### src/rtl/uart_pkg.sv
// Shared UART definitions: default link rate, derived baud constants used by
// both the transmitter and the receiver, and the receiver state encoding.
package uart_pkg;

    localparam int DEF_CLK_FREQ  = 50_000_000;
    localparam int DEF_BAUD_RATE = 19_200;

    // Clocks per bit for a given system clock and line rate.
    function automatic int calc_baud_cnt(input int clk_freq, input int baud_rate);
        return clk_freq / baud_rate;
    endfunction

    // One definition of the bit timing for both ends of the link.
    localparam int BAUD_CNT = calc_baud_cnt(DEF_CLK_FREQ, DEF_BAUD_RATE);
    localparam int HALF_CNT = BAUD_CNT / 2;

    // Counter widths and frame length (8 data bits + stop bit after the start).
    localparam int CNT_W      = 12;
    localparam int BIT_W      = 4;
    localparam int FRAME_BITS = 9;

    typedef enum logic [1:0] {
        IDLE  = 2'd0,
        START = 2'd1,
        RECV  = 2'd2
    } rx_state_t;

endpackage

### src/rtl/uart_rx_sync.sv
// Two-flop synchroniser for the asynchronous RX line plus a falling-edge
// detector on the synchronised value. All flops reset to the idle-high level
// so that reset release never looks like a start edge.
module uart_rx_sync (
    input  logic clk,
    input  logic rst_n,
    input  logic async_in,
    output logic sync_out,
    output logic fall
);

    logic meta;
    logic sync_d;

    // Resynchronise the line and keep the previous synchronised value.
    always_ff @(posedge clk or negedge rst_n) begin
        if (!rst_n) begin
            meta     <= 1'b1;
            sync_out <= 1'b1;
            sync_d   <= 1'b1;
        end else begin
            // NOTE: non-blocking assignments make the three flops shift one
            // stage per clock; blocking would collapse them into one wire.
            meta     <= async_in;
            sync_out <= meta;
            sync_d   <= sync_out;
        end
    end

    // Falling edge: line was high last cycle and is low now.
    assign fall = sync_d & ~sync_out;

endmodule

### src/rtl/uart_rx.sv
// 8N1 UART receiver, LSB first, fixed baud rate. The start bit is validated at
// mid-bit, each following bit is sampled at its centre, and the completed byte
// is presented on a rdy/clr_rdy handshake with overrun status.
// Optional feature macro: UART_RX_FRAME_CHK_EN adds the frm_err output that
// flags a low stop bit; without it the stop bit is sampled but ignored.
module uart_rx
    import uart_pkg::*;
#(
    parameter int CLK_FREQ  = DEF_CLK_FREQ,
    parameter int BAUD_RATE = DEF_BAUD_RATE
) (
    input  logic       clk,
    input  logic       rst_n,
    input  logic       RX,
    input  logic       clr_rdy,
    output logic [7:0] rx_data,
    output logic       rdy,
`ifdef UART_RX_FRAME_CHK_EN
    output logic       frm_err,
`endif
    output logic       overrun
);

    localparam int BIT_TICKS  = calc_baud_cnt(CLK_FREQ, BAUD_RATE);
    localparam int HALF_TICKS = BIT_TICKS / 2;

    // The counter starts at 0 on entry/sample, so the terminal value is one
    // less than the interval length to sample exactly every BIT_TICKS clocks.
    localparam logic [CNT_W-1:0] BIT_LAST  = CNT_W'(BIT_TICKS - 1);
    localparam logic [CNT_W-1:0] HALF_LAST = CNT_W'(HALF_TICKS - 1);
    localparam logic [BIT_W-1:0] BITS_DONE = BIT_W'(FRAME_BITS);

    rx_state_t        state;
    logic [CNT_W-1:0] baud_cnt;
    logic [BIT_W-1:0] bit_cnt;
    logic [8:0]       shreg;
    logic             rx_sync;
    logic             fall;
    logic             sample;

    uart_rx_sync u_sync (
        .clk      (clk),
        .rst_n    (rst_n),
        .async_in (RX),
        .sync_out (rx_sync),
        .fall     (fall)
    );

    // Sample strobe: half a bit into START, one full bit in RECV.
    always_comb begin
        // NOTE: default first so every path assigns sample and no latch forms.
        sample = 1'b0;
        case (state)
            START:   sample = (baud_cnt == HALF_LAST);
            RECV:    sample = (baud_cnt == BIT_LAST);
            default: sample = 1'b0;
        endcase
    end

`ifndef UART_RX_FRAME_CHK_EN
    // Stop bit is still shifted in to keep frame timing, but nothing reads it.
    logic unused_stop;
    assign unused_stop = shreg[8];
`endif

    // Receiver FSM with counters, shift register and registered outputs.
    always_ff @(posedge clk or negedge rst_n) begin
        if (!rst_n) begin
            state    <= IDLE;
            baud_cnt <= '0;
            bit_cnt  <= '0;
            shreg    <= '0;
            rx_data  <= '0;
            rdy      <= 1'b0;
            overrun  <= 1'b0;
`ifdef UART_RX_FRAME_CHK_EN
            frm_err  <= 1'b0;
`endif
        end else begin
            // Consumer acknowledge; a done in the same cycle overrides below.
            if (clr_rdy) begin
                rdy     <= 1'b0;
                overrun <= 1'b0;
            end

            case (state)
                IDLE: begin
                    baud_cnt <= '0;
                    if (fall) begin
                        state   <= START;
                        bit_cnt <= '0;
                    end
                end

                START: begin
                    if (sample) begin
                        baud_cnt <= '0;
                        // Line still low at mid-bit: genuine start bit.
                        state    <= rx_sync ? IDLE : RECV;
                    end else begin
                        baud_cnt <= baud_cnt + 1'b1;
                    end
                end

                RECV: begin
                    if (bit_cnt == BITS_DONE) begin
                        // Byte complete: shreg[7:0] is data, shreg[8] is stop.
                        state    <= IDLE;
                        baud_cnt <= '0;
                        rx_data  <= shreg[7:0];
                        rdy      <= 1'b1;
                        overrun  <= rdy & ~clr_rdy;
`ifdef UART_RX_FRAME_CHK_EN
                        frm_err  <= ~shreg[8];
`endif
                    end else if (sample) begin
                        baud_cnt <= '0;
                        bit_cnt  <= bit_cnt + 1'b1;
                        shreg    <= {rx_sync, shreg[8:1]};
                    end else begin
                        baud_cnt <= baud_cnt + 1'b1;
                    end
                end

                default: begin
                    state    <= IDLE;
                    baud_cnt <= '0;
                end
            endcase
        end
    end

endmodule
### config.mk
export PLATFORM = sky130hd
export DESIGN_NAME = uart_rx
export DESIGN_NICKNAME = d
export VERILOG_FILES = /design/src/rtl/uart_pkg.sv /design/src/rtl/uart_rx_sync.sv /design/src/rtl/uart_rx.sv
export SDC_FILE = /design/constraint.sdc
export NUM_CORES = 1
export LEC_CHECK = 0
export CORE_UTILIZATION = 57
export CTS_CLUSTER_DIAMETER = 120
export DETAILED_ROUTE_END_ITERATION = 10
export PLACE_DENSITY_LB_ADDON = 0.1
export SLEW_MARGIN = 20
export SYNTH_ARGS = -nofsm -noshare
export SYNTH_HDL_FRONTEND = slang
export SYNTH_SLANG_ARGS = --single-unit
export TNS_END_PERCENT = 10
### constraint.sdc
create_clock -name clk -period 2.7 [get_ports clk]
set_input_delay 0.81 -clock clk [delete_from_list [all_inputs] [get_ports clk]]
set_output_delay 0.81 -clock clk [all_outputs]
set_load 0.005 [all_outputs]
==> results.cfg, run 1 <==
; physical design summary
[run_status]
status = finished clean

[setup_path]
rrSetupSlack_ns = 0.33
end_kind = register
r2r-start = state[0]$_DFFE_PN0P_
critPathRequiredTime_ns = 2.95
cp_max_fo = 10
cp-start-kind = register
r2r-end = shreg[5]$_DFFE_PN0P_
crit_arrival_ns = 2.62
ff2ff_path_depth = 8
critPathKind = reg2reg

[worst_hold_path]
whs_path_depth = 0
hold_start = u_sync.meta$_DFF_PN1_
hold_path.class = reg2reg
holdPathEnd = u_sync.sync_out$_DFF_PN1_

[global_route]
grt_util_met2_pct = 30.0
grt_max_degree = 41
grt_pass1_wl_um = 5220
grt_pass1_vias = 1113
grt_antenna_before_repair = 0
track_usage_pct = 21.0
met1_usage_pct = 28.9
grt_overflow_total = 0
top_usage_layer = met2

[cts]
clockRootBuffer = clkbuf_4
cts_max_level = 2
clockBufferDepth = 2
hold_buffers = 0
clock_latency_ns = 0.35
cts_tree = yes
cts_buffers = 5
path_clk_slew_ns = 0.12
cts.sink_count = 40
postCtsResizedCells = 0
cts_setup_buffers = 0

[synthesis]
synth_warnings = 0
top_cell_area_share_pct = 49.9
synth_area_leader_cell = dfrtp_1
synth_area_um2 = 1860
most_common_cell = dfrtp_1
async_reset_ff_share_pct = 100
ys.flops = 40
enable_flop_cells = 0
synth_stat.cells = 156
synth_cells = 156
area_leaders = dfrtp_1 50%, mux2_2 12%, dfstp_2 4.2%
avgSynthCellArea_um2 = 11.9
common_cells = 37 x dfrtp_1, 19 x mux2_2, 18 x nor2_1
synthFlopType = dfrtp_1
ys_area_um2 = 1860
synth_cell_types = 36
yosysSeqAreaShare_pct = 54.1
synth_nets = 166

[floorplan]
num_rows = 20
die_w_um = 59.1
io_pins = 14
initCoreUtil_pct = 60.3
die_area_um2 = 3490
die_y_um = 59.1
core_um2 = 3080

[sta]
final_max_slew_viol_count = 0
final.setup.tns_ns = 0
hold_viol = 0
max_slew.worst_pin.slew_ns = 0.974
setup_ws_ns = 0.329
fmax_mhz = 422
period_used_pct = 87.8
clock_skew_ns = 0.00855
timing.slew.headroom_pct = 34.8
finalCriticalPeriod_ns = 2.37
rsz0062_at_grt = no
setup_viol = 0
whs_ns = 0.366

[placement]
numPortBuffers = 13
hpwlAfterDp_um = 2160
place_ws_ns = 0.335
gp_congestion = 0.745

[power]
total_power_w = 0.00122
irDropWorstVdd_v = 0.000486
power_density_nw_per_um2 = 575
p_leak_nw = 0.959

[layout]
syn_to_final_growth_pct = 14.7
finalNetCount = 185
drive_gt1_share_pct = 21.0
n_antenna_cell = 0

[routing]
route.detailed.drc = 0
viasPerCell = 5.53
drt_iter0_drc = 61
ant_nets = 0
wl_per_cell_um = 13.9
drtPass1Iterations = 4

[flow_run]
cap_violations = 0
warning_count = 29
## run 1: flip-flops by register name, summed over array words and instances (netlist names)
name	count
rdy	1
u_sync.sync_out	1
overrun	1
bit_cnt	4
rx_data	8
shreg	9
state	2
u_sync.meta	1
u_sync.sync_d	1
baud_cnt	12
## run 1: worst max-delay path, stage by stage, from the launching register on
cell and delay, ns:
dfrtp_1 0.38, inv_1 0.08, ha_1 0.20, or4b_1 0.54, o22ai_2 0.25, nand3_4 0.15, nor2b_1 0.14, buf_4 0.19
mux2_2 0.35
## run 1: logic make-up (layout without fill, tap and decap cells)
family                     after synthesis  in the layout  synth area share, %
muxes                                   20             20                 12.1
AOI/OAI and AO/OA                       11             11                 4.05
and+or+nand+nor                         59             59                 18.7
DFF                                     40             40                 54.1
adders and majority gates                6              6                 4.05
xor gates and xnor gates                10             10                 4.72
buffers and inverters                   10             30                 2.29
## run 1: layer usage
layer | vias up | part of all wire [%]
met2 | 22 | 47
met1 | 602 | 48
met3 | 7 | 3.8
met4 | 0 | 1.9
met5 | - | 0
li1 | 585 | -
## run 1: through the flow
step	util (%)	area (µm²)	cells
after floorplan	-	1860	156
after global routing	69.1	2130	220
after global placement	66.2	2040	212
after detailed placement	66.2	2040	212
after CTS	69.1	2130	220
final	69.1	2130	220
## run 1: cell usage in the layout (no fill, tap or decap), types with 3 or more instances in the layout
master / instances
dfstp_2: 3
and3_1: 4
nand3_1: 9
xor2_1: 4
clkbuf_4: 5
a21oi_1: 3
ha_1: 6
buf_4: 3
clkdlybuf4s50_1: 12
o21ai_0: 3
nand2b_1: 4
xnor2_1: 6
mux2_2: 19
nor2_1: 18
nand2_1: 5
inv_1: 6
dfrtp_1: 37
or4b_1: 3
## run 1: where the power goes
group          total (W)  switching, W  internal (W)  leakage (nW)
Sequential      0.000647     0.0000243      0.000623         0.545
Combinational   0.000160      0.000106     0.0000542         0.365
Clock           0.000416      0.000195      0.000222        0.0484
Total            0.00122      0.000325      0.000899         0.959
## run 1: cell type report
class	count	area [µm²]
Inverter	6	22.5
Multi-Input combinational cell	106	808
Timing Repair Buffer	16	148
Clock inverter	2	38.8
Tap cell	44	55.1
Sequential cell	40	1000
Clock buffer	6	51.3
Fill cell	238	950
## run 1: worst max path at each step
| stage | startpoint | end | slack [ns] |
|---|---|---|---|
| finish | state[0]$_DFFE_PN0P_ | shreg[5]$_DFFE_PN0P_ | 0.33 |
| global route | state[0]$_DFFE_PN0P_ | baud_cnt[4]$_DFF_PN0_ | 0.20 |
| CTS | state[0]$_DFFE_PN0P_ | shreg[5]$_DFFE_PN0P_ | 0.31 |
| detailed placement | state[0]$_DFFE_PN0P_ | shreg[5]$_DFFE_PN0P_ | 0.33 |
| global placement | state[0]$_DFFE_PN0P_ | shreg[8]$_DFFE_PN0P_ | 0.42 |
| floorplan | state[0]$_DFFE_PN0P_ | shreg[0]$_DFFE_PN0P_ | 0.44 |
### Met1 routing, run 1

Scale bar: 20 µm. Supply wires on this layer in gray.
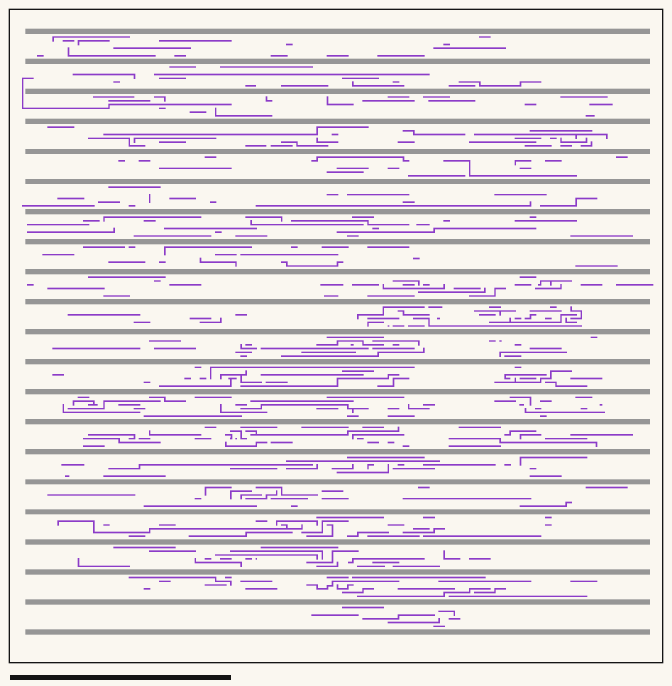
The layer holds 48% of the routed length. The layer carries 1460 µm of wire.

### Signal wires on met2, run 1

Cells faint in the background.
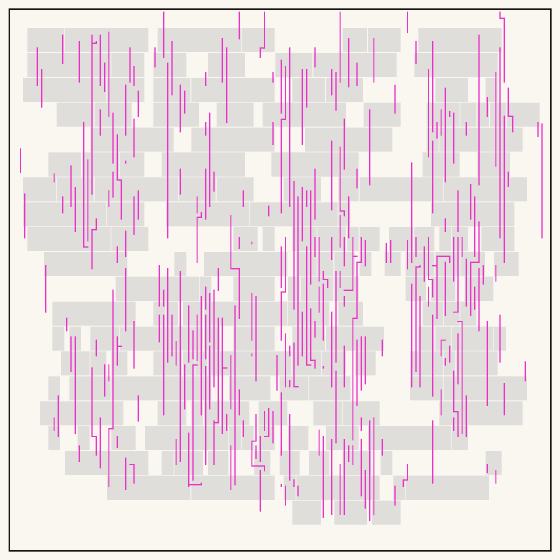
162 nets have wire on it. The layer carries 1430 µm of wire. The longest straight run is 20.7 µm. The layer holds 47% of the routed length. The wires run mostly vertical.

### The metal 3 layer, run 1

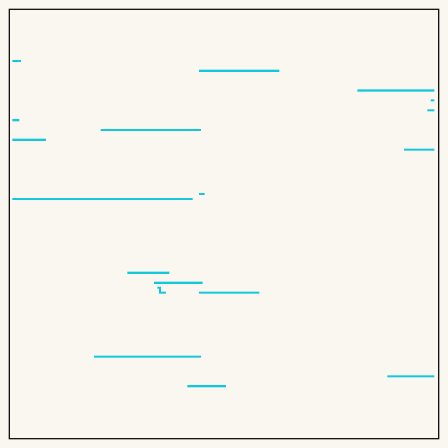
The layer carries 118 µm of wire. The wires run mostly horizontal.
drt total wl: 3070 µm
met3 global-route usage: 7.42%
Vias: 1216

### Cell classes on the final placement, run 1

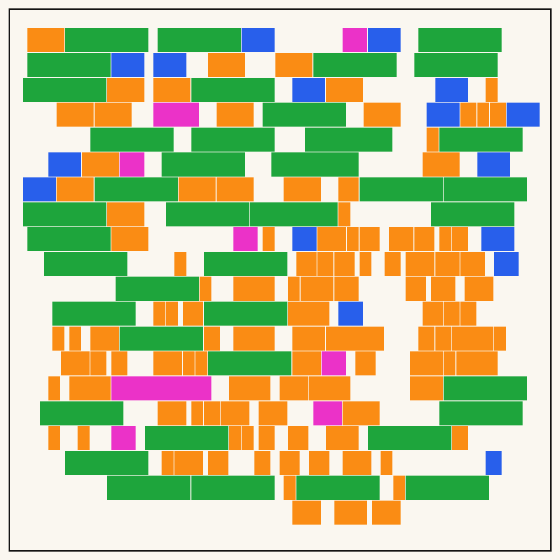
Orange is combinational and other logic, cells 112, share of their area 40%. Blue is remaining buffers and delay cells, cells 16, share of their area 7.1%. Magenta is clock drivers and dummy loads, cells 8, share of their area 4.3%. Green is sequential cells, cells 40, share of their area 48%.

### Routing congestion, run 1

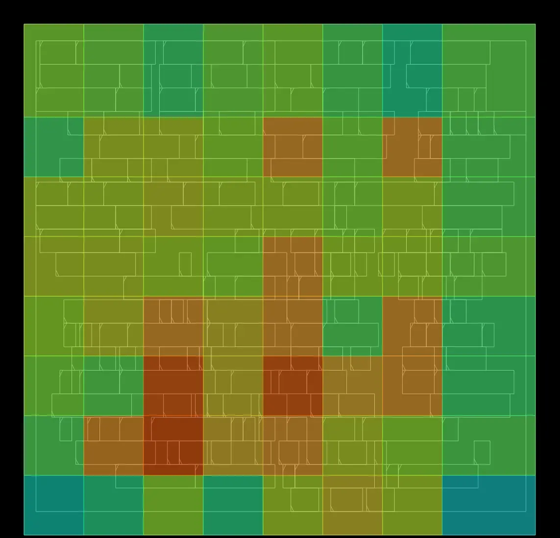

## Run 2: what changed since run 1
--- a/config.mk
+++ b/config.mk
@@ -8,6 +8,7 @@
 export CORE_UTILIZATION = 57
 export CTS_CLUSTER_DIAMETER = 120
 export DETAILED_ROUTE_END_ITERATION = 10
+export MAX_ROUTING_LAYER = met4
 export PLACE_DENSITY_LB_ADDON = 0.1
 export SLEW_MARGIN = 20
 export SYNTH_ARGS = -nofsm -noshare
### Routing congestion, run 2

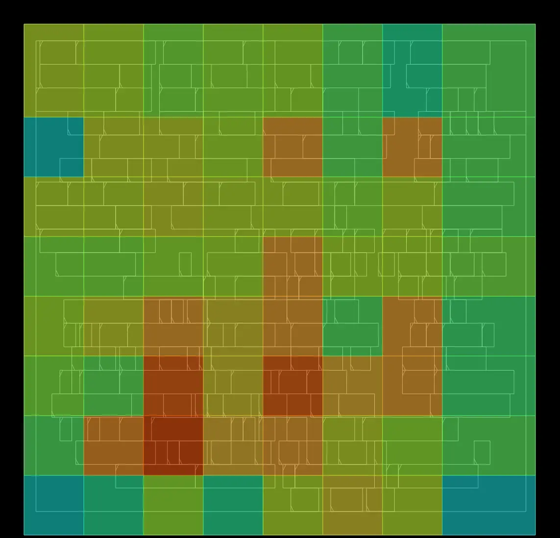
Tot GR Track Use: 21.6%
GR peak layer: met2
routed length per instance: 13.9 µm

### Cell classes on the final placement, run 2

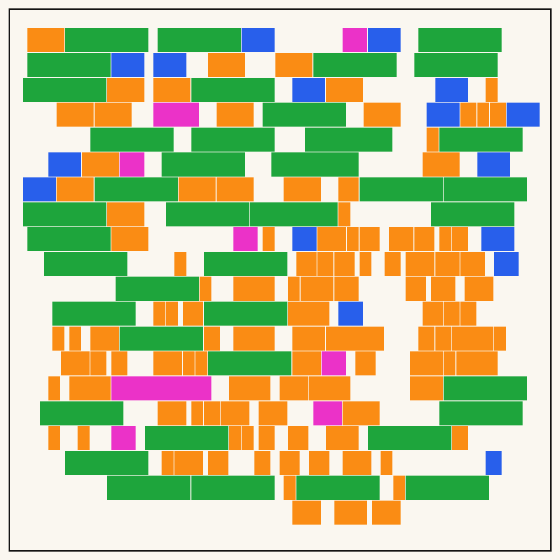
Blue is remaining buffers and delay cells, cells 16, share of their area 7.1%. Green is sequential cells, cells 40, share of their area 48%. Magenta is clock drivers and dummy loads, cells 8, share of their area 4.3%. Orange is combinational and other logic, cells 112, share of their area 40%.
Finished Core Util: 69.1%
fraction of area in registers: 47.2%
CORE AREA: 3080 µm²

==> run 2 against run 1 <==
Routed wire length fell by 0.59%. Hold slack barely moved. Clock power barely moved. Worst setup slack improved by 0.0013 ns. Core utilization unchanged. Die size did not move. Sequential cell count is the same. Highest routed layer unchanged.
==> results.cfg, run 2 <==
; physical design summary
[setup_path]
rrSetupSlack_ns = 0.33
r2r-start = state[0]$_DFFE_PN0P_
end_kind = register
r2r-end = shreg[5]$_DFFE_PN0P_
cp-start-kind = register
critPathRequiredTime_ns = 2.95
crit_arrival_ns = 2.62

[sta]
timing.slew.headroom_pct = 34.7
rsz0062_at_grt = no
setup_ws_ns = 0.330
finalCriticalPeriod_ns = 2.37
fmax_mhz = 422

[worst_hold_path]
holdPathEnd = u_sync.sync_out$_DFF_PN1_
hold_start = u_sync.meta$_DFF_PN1_

[flow_run]
warning_count = 29

[placement]
dp.cells = 212
postPlaceCellArea_um2 = 2040
hpwlAfterDp_um = 2160

[global_route]
grt_antenna_before_repair = 0
grt_pass1_vias = 1114
grt_overflow_total = 0

[cts]
hold_buffers = 0
postCtsResizedCells = 0
clockBufferDepth = 2
cts_buffers = 5
clock_latency_ns = 0.35
cts_max_level = 2

[floorplan]
num_rows = 20
die_y_um = 59.1
die_area_um2 = 3490

[synthesis]
most_common_cell = dfrtp_1
synth_area_um2 = 1860
xor_share_pct = 4.72
synthAoiAreaFrac_pct = 4.05
synth_nets = 166
ys_area_um2 = 1860
mux_area_share_pct = 12.1
common_cells = 37 x dfrtp_1, 19 x mux2_2, 18 x nor2_1
async_reset_ff_share_pct = 100
synth_cell_types = 36
netlist_logic_family_top = simple AND/OR/NAND/NOR gates
adder_share_pct = 4.05
ys.flops = 40

[power]
irDropWorstVdd_v = 0.000485
power_density_nw_per_um2 = 575

[layout]
logic_area_um2 = 808
nFillCells = 238
syn_to_final_growth_pct = 14.7
largest_register_ffs = 12
n_antenna_cell = 0
layout_top_cell = dfrtp_1
final-instance-count-excl-fill = 220
drive_gt1_share_pct = 21.0

[routing]
drtPass1Iterations = 4
viasPerCell = 5.53
ant_nets = 0
wl_met3_um = 117
routedLengthMet1_um = 1470
drt_iter0_drc = 60
num_vias = 1217
route.detailed.drc = 0
highest_layer = met4
routed-wl-met2_um = 1400

[run_status]
status = finished clean
[run 2: through the flow]
stage | total power (W) | hold slack, ns
finish | 0.00122 | 0.366
CTS | 0.00124 | 0.370
floorplan | 0.000769 | 0.345
global placement | 0.000807 | 0.349
detailed placement | 0.000819 | 0.354
global route | 0.00129 | 0.377
[run 2: area by class of cell]
type | instances | share of cell area, %
clock inverter | 2 | 1.82
timing repair buffer | 16 | 6.94
clock buffer | 6 | 2.41
tap | 44 | 2.59
sequential | 40 | 47.2
multi-input combinational | 106 | 38.0
inverter | 6 | 1.06
[run 2: per-layer routing]
metal / GRT usage [%] / vias to the layer above
met5: - / -
met4: 9.18 / 0
met3: 7.42 / 7
met2: 30.0 / 20
met1: 28.9 / 602
li1: - / 588
[run 2: cell families (layout without fill, tap and decap cells)]
family                   count (synthesis)  in the layout
XOR/XNOR                                10             10
buffers and inverters                   10             30
adder cells (fa/ha/maj)                  6              6
flip-flops                              40             40
AND-OR/OR-AND                           11             11
multiplexers                            20             20
AND/OR/NAND/NOR                         59             59
[run 2: worst max path at each step]
stage | from | end | slack [ns] | depth (start not counted)
after floorplan | state[0]$_DFFE_PN0P_ | shreg[0]$_DFFE_PN0P_ | 0.44 | 8
after detailed placement | state[0]$_DFFE_PN0P_ | shreg[5]$_DFFE_PN0P_ | 0.33 | 8
after global placement | state[0]$_DFFE_PN0P_ | shreg[8]$_DFFE_PN0P_ | 0.42 | 8
final | state[0]$_DFFE_PN0P_ | shreg[5]$_DFFE_PN0P_ | 0.33 | 8
after global routing | state[0]$_DFFE_PN0P_ | baud_cnt[4]$_DFF_PN0_ | 0.20 | 7
after CTS | state[0]$_DFFE_PN0P_ | shreg[5]$_DFFE_PN0P_ | 0.31 | 8
[run 2: power breakdown]
group / switching [W] / total [W] / leakage [nW] / internal (W)
combinational: 0.000106 / 0.000160 / 0.365 / 0.0000542
sequential: 0.0000240 / 0.000647 / 0.545 / 0.000623
clock: 0.000195 / 0.000417 / 0.0484 / 0.000222
[run 2: critical path, stage by stage (launching register included)]
cell and delay (ns):
dfrtp_1 0.38, inv_1 0.08, ha_1 0.20, or4b_1 0.54, o22ai_2 0.25, nand3_4 0.15, nor2b_1 0.14, buf_4 0.18
mux2_2 0.35
No activity file was given, so power comes from the tool's default toggle rates.
